### src/rtl/pwm_multi_channel.sv
// Multi-channel PWM: one shared period counter, per-channel double-buffered duty/dir, registered fwd/rev legs.
// Build option: define PWM_SOFT_START_EN to ramp duty by RAMP_STEP per period instead of jumping.

module pwm_multi_channel_lane #(
  parameter int WIDTH     = 12,
  parameter int RAMP_STEP = 8
) (
  input  logic             clock,
  input  logic             reset,
  input  logic             activ,
  input  logic             boundary,
  input  logic [WIDTH-1:0] cnt,
  input  logic             load,
  input  logic [WIDTH-1:0] duty_in,
  input  logic             dir_in,
  output logic             pwm_fwd,
  output logic             pwm_rev
);

  if (RAMP_STEP < 1) begin : g_bad_step
    $error("RAMP_STEP must be at least 1");
  end

  logic [WIDTH-1:0] pend_duty_q, pend_duty_d;
  logic             pend_dir_q, pend_dir_d;
  logic             pend_vld_q, pend_vld_d;
  logic [WIDTH-1:0] act_duty_q, act_duty_d;
  logic             act_dir_q, act_dir_d;
  logic             fwd_q, fwd_d;
  logic             rev_q, rev_d;
  logic             raw;

`ifdef PWM_SOFT_START_EN
  localparam logic [WIDTH-1:0] STEP = WIDTH'(RAMP_STEP);
  logic [WIDTH-1:0] tgt_duty_q, tgt_duty_d;
  logic             tgt_dir_q, tgt_dir_d;
`endif

  always_comb begin
    pend_duty_d = pend_duty_q;
    pend_dir_d  = pend_dir_q;
    pend_vld_d  = pend_vld_q;
    act_duty_d  = act_duty_q;
    act_dir_d   = act_dir_q;
    // A load in the boundary cycle itself must be seen by that boundary.
    if (load) begin
      pend_duty_d = duty_in;
      pend_dir_d  = dir_in;
      pend_vld_d  = 1'b1;
    end
`ifdef PWM_SOFT_START_EN
    tgt_duty_d = tgt_duty_q;
    tgt_dir_d  = tgt_dir_q;
    if (boundary && pend_vld_d) begin
      tgt_duty_d = pend_duty_d;
      tgt_dir_d  = pend_dir_d;
      pend_vld_d = 1'b0;
    end
    if (!activ) begin
      act_duty_d = '0;
    end else if (boundary) begin
      if (tgt_dir_d != act_dir_q) begin
        // Ramp down first; the leg only swaps once duty has reached zero.
        act_duty_d = (act_duty_q > STEP) ? act_duty_q - STEP : '0;
        if (act_duty_d == '0) act_dir_d = tgt_dir_d;
      end else if (act_duty_q < tgt_duty_d) begin
        act_duty_d = (tgt_duty_d - act_duty_q > STEP) ? act_duty_q + STEP : tgt_duty_d;
      end else begin
        act_duty_d = (act_duty_q - tgt_duty_d > STEP) ? act_duty_q - STEP : tgt_duty_d;
      end
    end
`else
    if (boundary && pend_vld_d) begin
      act_duty_d = pend_duty_d;
      act_dir_d  = pend_dir_d;
      pend_vld_d = 1'b0;
    end
`endif
  end

  always_comb begin
    raw   = cnt < act_duty_q;
    fwd_d = activ & raw & ~act_dir_q;
    rev_d = activ & raw & act_dir_q;
  end

  always_ff @(posedge clock) begin
    if (reset) begin
      pend_duty_q <= '0;
      pend_dir_q  <= 1'b0;
      pend_vld_q  <= 1'b0;
      act_duty_q  <= '0;
      act_dir_q   <= 1'b0;
      fwd_q       <= 1'b0;
      rev_q       <= 1'b0;
    end else begin
      pend_duty_q <= pend_duty_d;
      pend_dir_q  <= pend_dir_d;
      pend_vld_q  <= pend_vld_d;
      act_duty_q  <= act_duty_d;
      act_dir_q   <= act_dir_d;
      fwd_q       <= fwd_d;
      rev_q       <= rev_d;
    end
  end

`ifdef PWM_SOFT_START_EN
  always_ff @(posedge clock) begin
    if (reset) begin
      tgt_duty_q <= '0;
      tgt_dir_q  <= 1'b0;
    end else begin
      tgt_duty_q <= tgt_duty_d;
      tgt_dir_q  <= tgt_dir_d;
    end
  end
`endif

  assign pwm_fwd = fwd_q;
  assign pwm_rev = rev_q;

endmodule

module pwm_multi_channel #(
  parameter int N_CH      = 2,
  parameter int WIDTH     = 12,
  parameter int PERIOD    = 1000,
  parameter int RAMP_STEP = 8
) (
  input  logic                  clock,
  input  logic                  reset,
  input  logic                  activ,
  input  logic [N_CH-1:0]       load,
  input  logic [N_CH*WIDTH-1:0] duty_in,
  input  logic [N_CH-1:0]       dir_in,
  output logic [N_CH-1:0]       pwm_fwd,
  output logic [N_CH-1:0]       pwm_rev,
  output logic                  period_start,
  output logic [WIDTH-1:0]      cnt_out
);

  if (PERIOD < 2 || PERIOD > (2 ** WIDTH)) begin : g_bad_period
    $error("PERIOD must lie in 2..2**WIDTH");
  end

  localparam logic [WIDTH-1:0] CNT_MAX = WIDTH'(PERIOD - 1);

  logic [WIDTH-1:0] cnt_q, cnt_d;
  logic             ps_q, ps_d;
  logic             boundary;

  always_comb begin
    boundary = activ && (cnt_q == CNT_MAX);
    if (!activ)        cnt_d = '0;
    else if (boundary) cnt_d = '0;
    else               cnt_d = cnt_q + 1'b1;
    // Flags the output cycle computed from cnt==0, aligned with the pwm registers.
    ps_d = activ && (cnt_q == '0);
  end

  always_ff @(posedge clock) begin
    if (reset) begin
      cnt_q <= '0;
      ps_q  <= 1'b0;
    end else begin
      cnt_q <= cnt_d;
      ps_q  <= ps_d;
    end
  end

  for (genvar k = 0; k < N_CH; k++) begin : g_lane
    pwm_multi_channel_lane #(
      .WIDTH     (WIDTH),
      .RAMP_STEP (RAMP_STEP)
    ) u_lane (
      .clock    (clock),
      .reset    (reset),
      .activ    (activ),
      .boundary (boundary),
      .cnt      (cnt_q),
      .load     (load[k]),
      .duty_in  (duty_in[k*WIDTH +: WIDTH]),
      .dir_in   (dir_in[k]),
      .pwm_fwd  (pwm_fwd[k]),
      .pwm_rev  (pwm_rev[k])
    );
  end

  assign period_start = ps_q;
  assign cnt_out      = cnt_q;

endmodule

### config.mk
export PLATFORM = sky130hd
export DESIGN_NAME = pwm_multi_channel
export DESIGN_NICKNAME = d
export VERILOG_FILES = /design/src/rtl/pwm_multi_channel.sv
export SDC_FILE = /design/constraint.sdc
export NUM_CORES = 1
export LEC_CHECK = 0
export CAP_MARGIN = 20
export CORE_MARGIN = 5
export CORE_UTILIZATION = 60
export CTS_BUF_LIST = sky130_fd_sc_hd__clkbuf_8
export DETAILED_ROUTE_END_ITERATION = 8
export HOLD_SLACK_MARGIN = 0.15
export PLACE_DENSITY_LB_ADDON = 0.25
export SLEW_MARGIN = 0
export SYNTH_ARGS = -nofsm -noshare
export SYNTH_HDL_FRONTEND = slang
export SYNTH_HIERARCHICAL = 1
export SYNTH_SLANG_ARGS = --single-unit
### constraint.sdc
create_clock -name clock -period 3.1 [get_ports clock]
set_clock_uncertainty 0.05 [all_clocks]
set_input_delay 0.465 -clock clock [delete_from_list [all_inputs] [get_ports clock]]
set_output_delay 0.465 -clock clock [all_outputs]
set_load 0.01 [all_outputs]
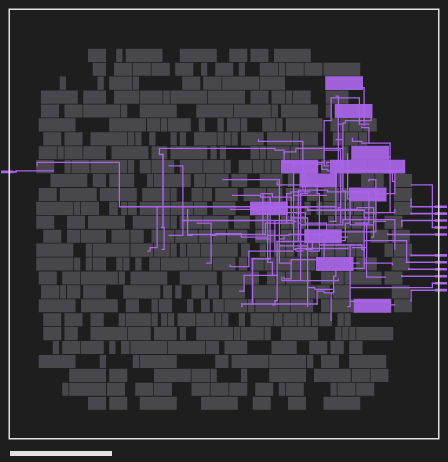
*Wires at chosen ports, followed through buffers, run 1*
Scale bar: 20 um.
`cnt_out` -> purple  # bits 12, direction output, edge 11 east, 1 west, end cells 12, wire 1,150 um

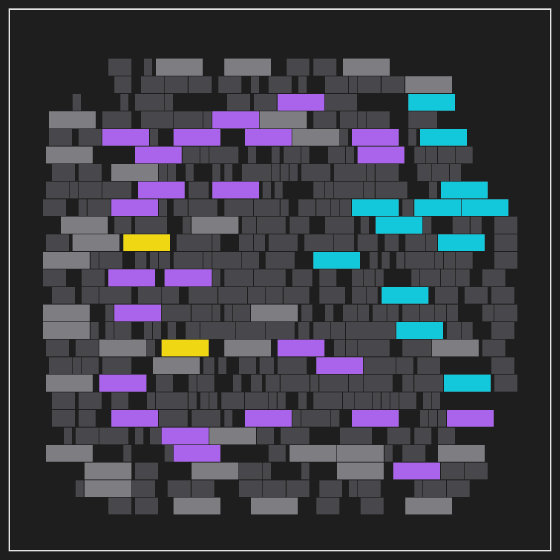
*Sequential cells coloured by netlist name, run 1*
`g_lane.u_lane/act_duty_q` -> purple  # sequential cells 24
`g_lane.u_lane/act_dir_q` -> yellow  # sequential cells 2
`cnt_out` -> cyan  # sequential cells 12
not coloured = 33

==> Slide: Implementation Results, run 1 <==
Physical Implementation Snapshot

Synth
  – Synth Area in Compound Gates: 15.0%
  – Post-synth ARST share: 0%
  – Cell type with the largest total area after synthesis: dfxtp_1
  – Yosys stat area: ~3300 sq um
  – Number of enable flip-flop cells: 0
  – Synthesized instance count: between 300 and 400

Final layout
  – Inverter count: 26
  – Clock Network Area Fraction: around 4.5%
  – NonClk Buf Share: 13.1%

Pwr
  – Net Sw Frac: a little under a quarter
  – Sequential share of power: about 55%
  – Power Clock: roughly 0.00064 W

Global route
  – First-pass GRT wire length: ~11,000 um

Final timing
  – Max Clk Rate: 376 MHz
  – Rel. slew slack: approximately 62%

Run status
  – Outcome: finished, final reports clean

Route
  – DR vias/cell: roughly 5.5

Clock network
  – Post_cts resized: 0

Place
  – Placed cell count: ~440

Setup path
  – Worst Path Arrival: 2.84 ns
  – Path type of the worst setup path: flip-flop to flip-flop
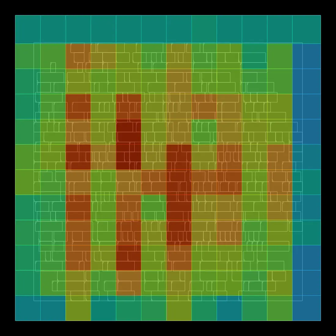
*Routing congestion map, run 1*
global route hottest layer: met2
fin util: 74.7%
met2 Use GR: 31.2%
gr usage total: 19.4%

run 1: worst max-delay path: stages, from the launching register on:
cell,delay [ns]
dfxtp_1,0.51
ha_1,0.34
nand4_1,0.29
nor4_1,0.50
nor2b_2,0.23
buf_4,0.29
nor2_1,0.09
a211oi_1,0.26
run 1: stage by stage:
stage / instance area (sq um) / util (%) / hold slack [ns]
2_1_floorplan: 3260 / - / 0.367
3_3_place_gp: 3710 / 71.3 / 0.390
3_5_place_dp: 3710 / 71.3 / 0.390
4_1_cts: 3890 / 74.7 / 0.421
5_1_grt: 3890 / 74.7 / 0.444
6_report: 3890 / 74.7 / 0.416
run 1: cells in the final DEF (no fill, tap or decap), types with 2 or more instances in the layout:
cell type,instances
a21oi_1,11
nor3_1,4
nor2_1,61
nand2b_1,2
a21o_1,2
nand3_1,5
mux2i_1,26
clkbuf_8,11
or3_1,4
a211oi_2,14
buf_4,6
a2111oi_2,2
a211oi_1,12
nor4_1,2
and3_1,3
inv_1,27
o211ai_1,2
xor2_1,2
or4_1,3
o21a_1,2
o31ai_1,3
o221ai_1,2
nor2_4,2
nand2_1,4
ha_1,24
clkdlybuf4s50_1,46
clkinv_2,4
dfxtp_1,71
nand4_1,7
nor3b_1,4
nor2b_2,2
o21ai_0,6
run 1: synth_stat cells (all sizes together), types with 5 or more instances:
cell type  number
o21ai           6
nor2           63
a21oi          11
ha             24
buf            13
nand3           5
dfxtp          71
inv            26
nand4           7
a211oi         26
mux2i          26
run 1: sequential cells by signal (all words and copies together) (netlist names):
name	flops
g_lane.u_lane/act_dir_q	2
g_lane.u_lane/pwm_fwd	2
g_lane.u_lane/pend_dir_q	2
g_lane.u_lane/act_duty_q	24
period_start	1
g_lane.u_lane/pwm_rev	2
g_lane.u_lane/pend_duty_q	24
cnt_out	12
g_lane.u_lane/pend_vld_q	2
### Routed clock nets over the placement, run 1

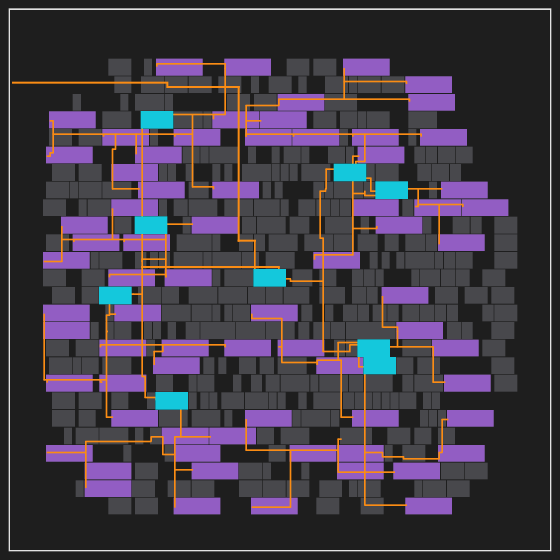

==> run 2, diff against run 1 <==
- DONT_BUFFER_PORTS: not set -> 1
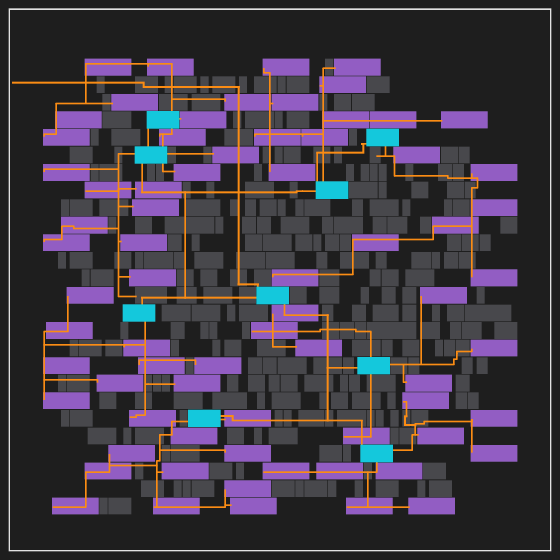
*Routed clock nets over the placement, run 2*
cells driving clock nets -> cyan  # count 9
clock wires -> orange  # length 826 um
flip-flops -> purple  # count 71
flops lie = all over the die

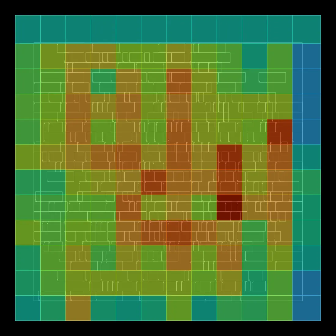
*Routing congestion map, run 2*
fin util: 65.9%
average routed wire per standard cell: 15.8 um
GR Util met1: 24.7%
met3 usage: 8.00%
gr usage total: 19.0%

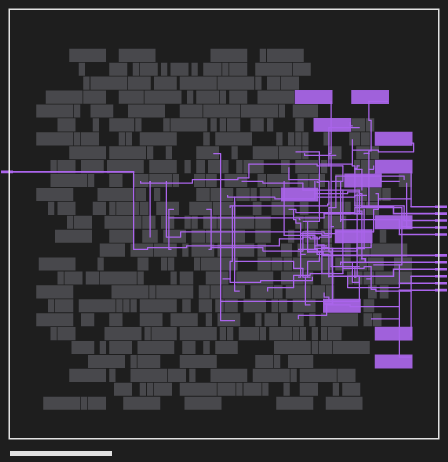
*Wires at chosen ports, followed through buffers, run 2*
Scale bar: 20 um.
`cnt_out` -> purple  # bits 12, direction output, edge 11 east, 1 west, end cells 12, wire 1,230 um

==> Slide: Implementation Results, run 2 <==
Physical Implementation Snapshot

Synth
  – Syn nets: 385 (unchanged)
  – Top-count cell post-synth: dfxtp_1 (unchanged)
  – Synth Area in Compound Gates: 15.0% (unchanged)
  – Synthesized instance count: 330 (unchanged)
  – Number of enable flip-flop cells: 0 (unchanged)
  – Cell type with the largest total area after synthesis: dfxtp_1 (unchanged)
  – Yosys stat area: 3260 sq um (unchanged)
  – Post-synth ARST share: 0% (unchanged)
  – Cell Type Count: 37 (unchanged)

Clock network
  – Clk_lat worst skew: 0.34 ns (was 0.33 ns)
  – Post_cts resized: 0 (unchanged)
  – H-tree depth: 3 (unchanged)

Final timing
  – Max Clk Rate: 402 MHz (was 376 MHz)
  – Hold WS: 0.260 ns (was 0.416 ns)
  – Rel. slew slack: 64.6% (was 61.6%)

Setup path
  – CP bufs+invs: 1 (unchanged)
  – Crit path DRT: 3.29 ns (was 3.28 ns)
  – CP Cell Sequence: or4_4 > nor4_1 > nor2b_2 > buf_4 > nor2_1 > a211oi_1 (was ha_1 > nand4_1 > nor4_1 > nor2b_2 > buf_4 > nor2_1 > a211oi_1)
  – CP peak stage delay: 0.60 ns (was 0.51 ns)
  – Flop-to-flop setup slack: 0.61 ns (was 0.44 ns)
  – Critical Path Start Type: flip-flop (unchanged)
  – Worst Path Arrival: 2.68 ns (was 2.84 ns)
  – Reg2Reg Launch Point: cnt_out[4]$_SDFF_PP0_ (was cnt_out[1]$_SDFF_PP0_)
  – Path type of the worst setup path: flip-flop to flip-flop (unchanged)
  – CP top delay family: simple AND/OR/NAND/NOR gates (unchanged)
  – Worst path slowest cell: or4_4 (was dfxtp_1)

Floorplan
  – Die height: 83.7 um (unchanged)

Final layout
  – Top cell excl fill/tap: dfxtp_1 (unchanged)
  – Clock Network Area Fraction: 4.42% (was 4.51%)
  – Inverter count: 26 (unchanged)
  – FILL cells: 434 (was 375)
  – Dominant logic cell types in the final layout: dfxtp_1, nor2_1, inv_1 (was dfxtp_1, nor2_1, clkdlybuf4s50_1)
  – Nets: 387 (was 432)
  – NonClk Buf Share: 2.19% (was 13.1%)

Route
  – Final ANT Viol Nets: 0 (unchanged)
  – DR vias/cell: 5.74 (was 5.54)

Pwr
  – Sequential share of power: 58.0% (was 54.9%)
  – Net Sw Frac: 22.3% (was 22.6%)
  – Switch Pwr: 0.000363 W (was 0.000389 W)
  – Power Clock: 0.000601 W (was 0.000642 W)

Run status
  – Outcome: finished, final reports clean (unchanged)

Worst hold path
  – HP Class: input pin to flip-flop (was flip-flop to flip-flop)

Global route
  – First-pass GRT wire length: 10,700 um (was 11,100 um)
  – Global route hottest layer: met2 (unchanged)
  – Met2 Use GR: 28.4% (was 31.2%)

Place
  – GP Congestion: 0.818 (was 0.906)

Run
  – Max Cap Viol: 0 (unchanged)
## run 2: through the flow
stage | total power [W] | instances | instance area [sq um] | setup WS [ns] | utilization [%]
after global placement | 0.00103 | 389 | 3250 | 0.744 | 62.4
after floorplan | 0.00104 | 330 | 3260 | 0.905 | -
final | 0.00163 | 404 | 3430 | 0.612 | 65.9
after CTS | 0.00164 | 404 | 3430 | 0.591 | 65.9
after detailed placement | 0.00103 | 389 | 3250 | 0.614 | 62.4
after global routing | 0.00171 | 404 | 3430 | 0.410 | 65.9
## run 2: how the worst max path moves through the flow
stage	from	endpoint	slack (ns)	cells after the start
5_1_grt	cnt_out[1]$_SDFF_PP0_	g_lane[0].u_lane/act_duty_q[6]$_SDFFE_PP0P_	0.41	8
6_report	cnt_out[4]$_SDFF_PP0_	g_lane[0].u_lane/act_duty_q[11]$_SDFFE_PP0P_	0.61	6
3_3_place_gp	cnt_out[4]$_SDFF_PP0_	g_lane[1].u_lane/act_duty_q[8]$_SDFFE_PP0P_	0.74	6
2_1_floorplan	cnt_out[3]$_SDFF_PP0_	g_lane[0].u_lane/act_duty_q[0]$_SDFFE_PP0P_	0.91	7
3_5_place_dp	cnt_out[4]$_SDFF_PP0_	g_lane[0].u_lane/act_duty_q[11]$_SDFFE_PP0P_	0.61	6
4_1_cts	cnt_out[4]$_SDFF_PP0_	g_lane[0].u_lane/act_duty_q[11]$_SDFFE_PP0P_	0.59	6
## run 2: repair_timing
action | CTS | global route
buffers inserted | 0 | 0
hold buffers | 2 | 0
endpoints found under the hold margin | 50 | 0
## run 2: kinds of logic after synthesis
kind of cell | Yosys count
compound gates | 57
xor+xnor | 3
mux | 26
flops | 71
fa+ha+maj | 24
simple gates | 106
buf+inv | 43
### Placement by RTL instance, run 2

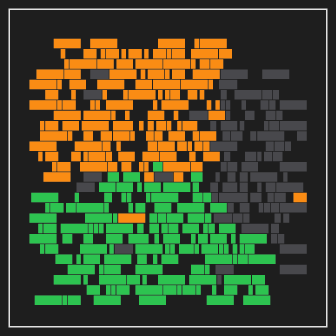

==> run 3, diff against run 2 <==
- clock period: 3.1 -> 2.5 ns (I/O delays scaled with it)
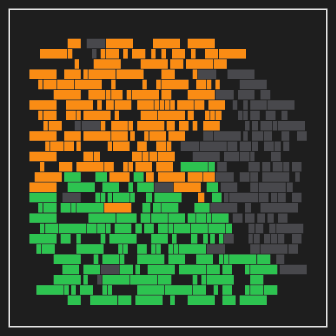
*Placement by RTL instance, run 3*
`g_lane[0].u_lane` -> orange  # cells 125
`g_lane[1].u_lane` -> green  # cells 127

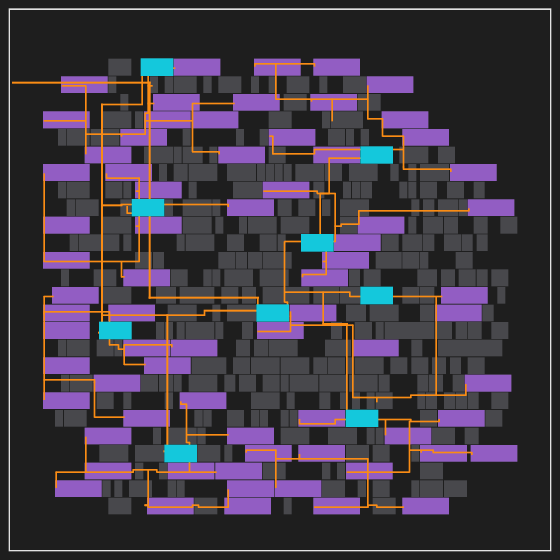
*Routed clock nets over the placement, run 3*
clock wires -> orange  # length 847 um
cells driving clock nets -> cyan  # count 9
flip-flops -> purple  # count 71
routed clock nets = 10
flops lie = all over the die

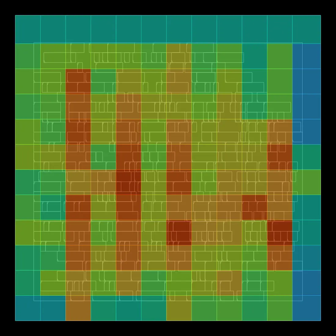
*Routing congestion map, run 3*
met2 Use GR: 32.2%
GR Util met1: 24.6%

==> Slide: Implementation Results, run 3 <==
Physical Implementation Snapshot

Setup path
  – Crit path DRT: 2.69 ns (was 3.29 ns)
  – Worst Path Arrival: 2.42 ns (was 2.68 ns)
  – Reg2Reg Launch Point: cnt_out[3]$_SDFF_PP0_ (was cnt_out[4]$_SDFF_PP0_)
  – Flop-to-flop setup slack: 0.28 ns (was 0.61 ns)

Floorplan
  – Die height: 83.7 um (unchanged)

Pwr
  – Total power: 0.00205 W (was 0.00163 W)
  – Switch Pwr: 0.000475 W (was 0.000363 W)

Synth
  – Synthesized instance count: 330 (unchanged)
  – Syn nets: 385 (unchanged)
  – Commonest cells post-synth: dfxtp_1, nor2_1, inv_1, mux2i_1, ha_1 (unchanged)
  – Yosys stat area: 3260 sq um (unchanged)
  – Post-synth ARST share: 0% (unchanged)
  – Cell type with the largest total area after synthesis: dfxtp_1 (unchanged)
  – Number of enable flip-flop cells: 0 (unchanged)

Place
  – Placed cell count: 398 (was 389)
  – DP Area: 3330 sq um (was 3250 sq um)
  – Pre-CTS setup slack: 0.170 ns (was 0.614 ns)

Route
  – Average routed wire per standard cell: 16.0 um (was 15.8 um)
  – DR vias/cell: 5.56 (was 5.74)
  – Final ANT Viol Nets: 0 (unchanged)

Final layout
  – Post-route cell area: 3550 sq um (was 3430 sq um)
  – Nets: 397 (was 387)
  – Top cell excl fill/tap: dfxtp_1 (unchanged)

Run status
  – Outcome: finished, final reports clean (unchanged)

Clock network
  – H-tree depth: 3 (unchanged)

Global route
  – First-pass GRT wire length: 11,100 um (was 10,700 um)
  – Met3 usage: 5.53% (was 8.00%)
==> run 3: through the flow <==
stage               hold WS, ns  utilization, %
global route              0.181            68.1
finish                    0.167            68.1
global placement          0.378            63.9
floorplan                 0.367               -
CTS                       0.153            68.0
detailed placement        0.400            63.9
==> run 3: worst min path at each step <==
stage                                                 start                                     endpoint
floorplan           g_lane[0].u_lane/act_dir_q$_SDFFE_PP0P_          g_lane[0].u_lane/pwm_fwd$_SDFF_PP0_
global placement    g_lane[0].u_lane/act_dir_q$_SDFFE_PP0P_          g_lane[0].u_lane/pwm_fwd$_SDFF_PP0_
detailed placement  g_lane[0].u_lane/act_dir_q$_SDFFE_PP0P_          g_lane[0].u_lane/pwm_fwd$_SDFF_PP0_
CTS                                             duty_in[23]  g_lane[1].u_lane/pend_duty_q[11]$_SDFF_PP0_
global route                                    duty_in[23]  g_lane[1].u_lane/pend_duty_q[11]$_SDFF_PP0_
finish                                           duty_in[5]   g_lane[0].u_lane/pend_duty_q[5]$_SDFF_PP0_
==> run 3: area by class of cell <==
type,instances,area [sq um]
clock buffer,10,138
clock inverter,5,27.5
fill,436,1660
inverter,26,97.6
multi-input combinational,216,1600
sequential,71,1420
tap,70,87.6
timing repair buffer,18,173
==> run 3: layer usage <==
metal,vias up,share of wire [%]
li1,1178,-
met1,1078,43
met2,51,47
met3,8,7.9
met4,0,1.3
met5,-,0
==> run 3: critical path, stage by stage, from the launching register on <==
cell and delay [ns]:
dfxtp_1 0.31, or4_4 0.57, nor4_2 0.37, nor2b_2 0.20, buf_4 0.28, nor2_1 0.08, a211oi_1 0.26
==> run 3: timing repair <==
item,CTS,global route
endpoints found under the hold margin,54,0
gates resized,0,1
endpoints found under the setup margin,0,3
hold buffers,3,0
Power and IR drop assume default switching activity.
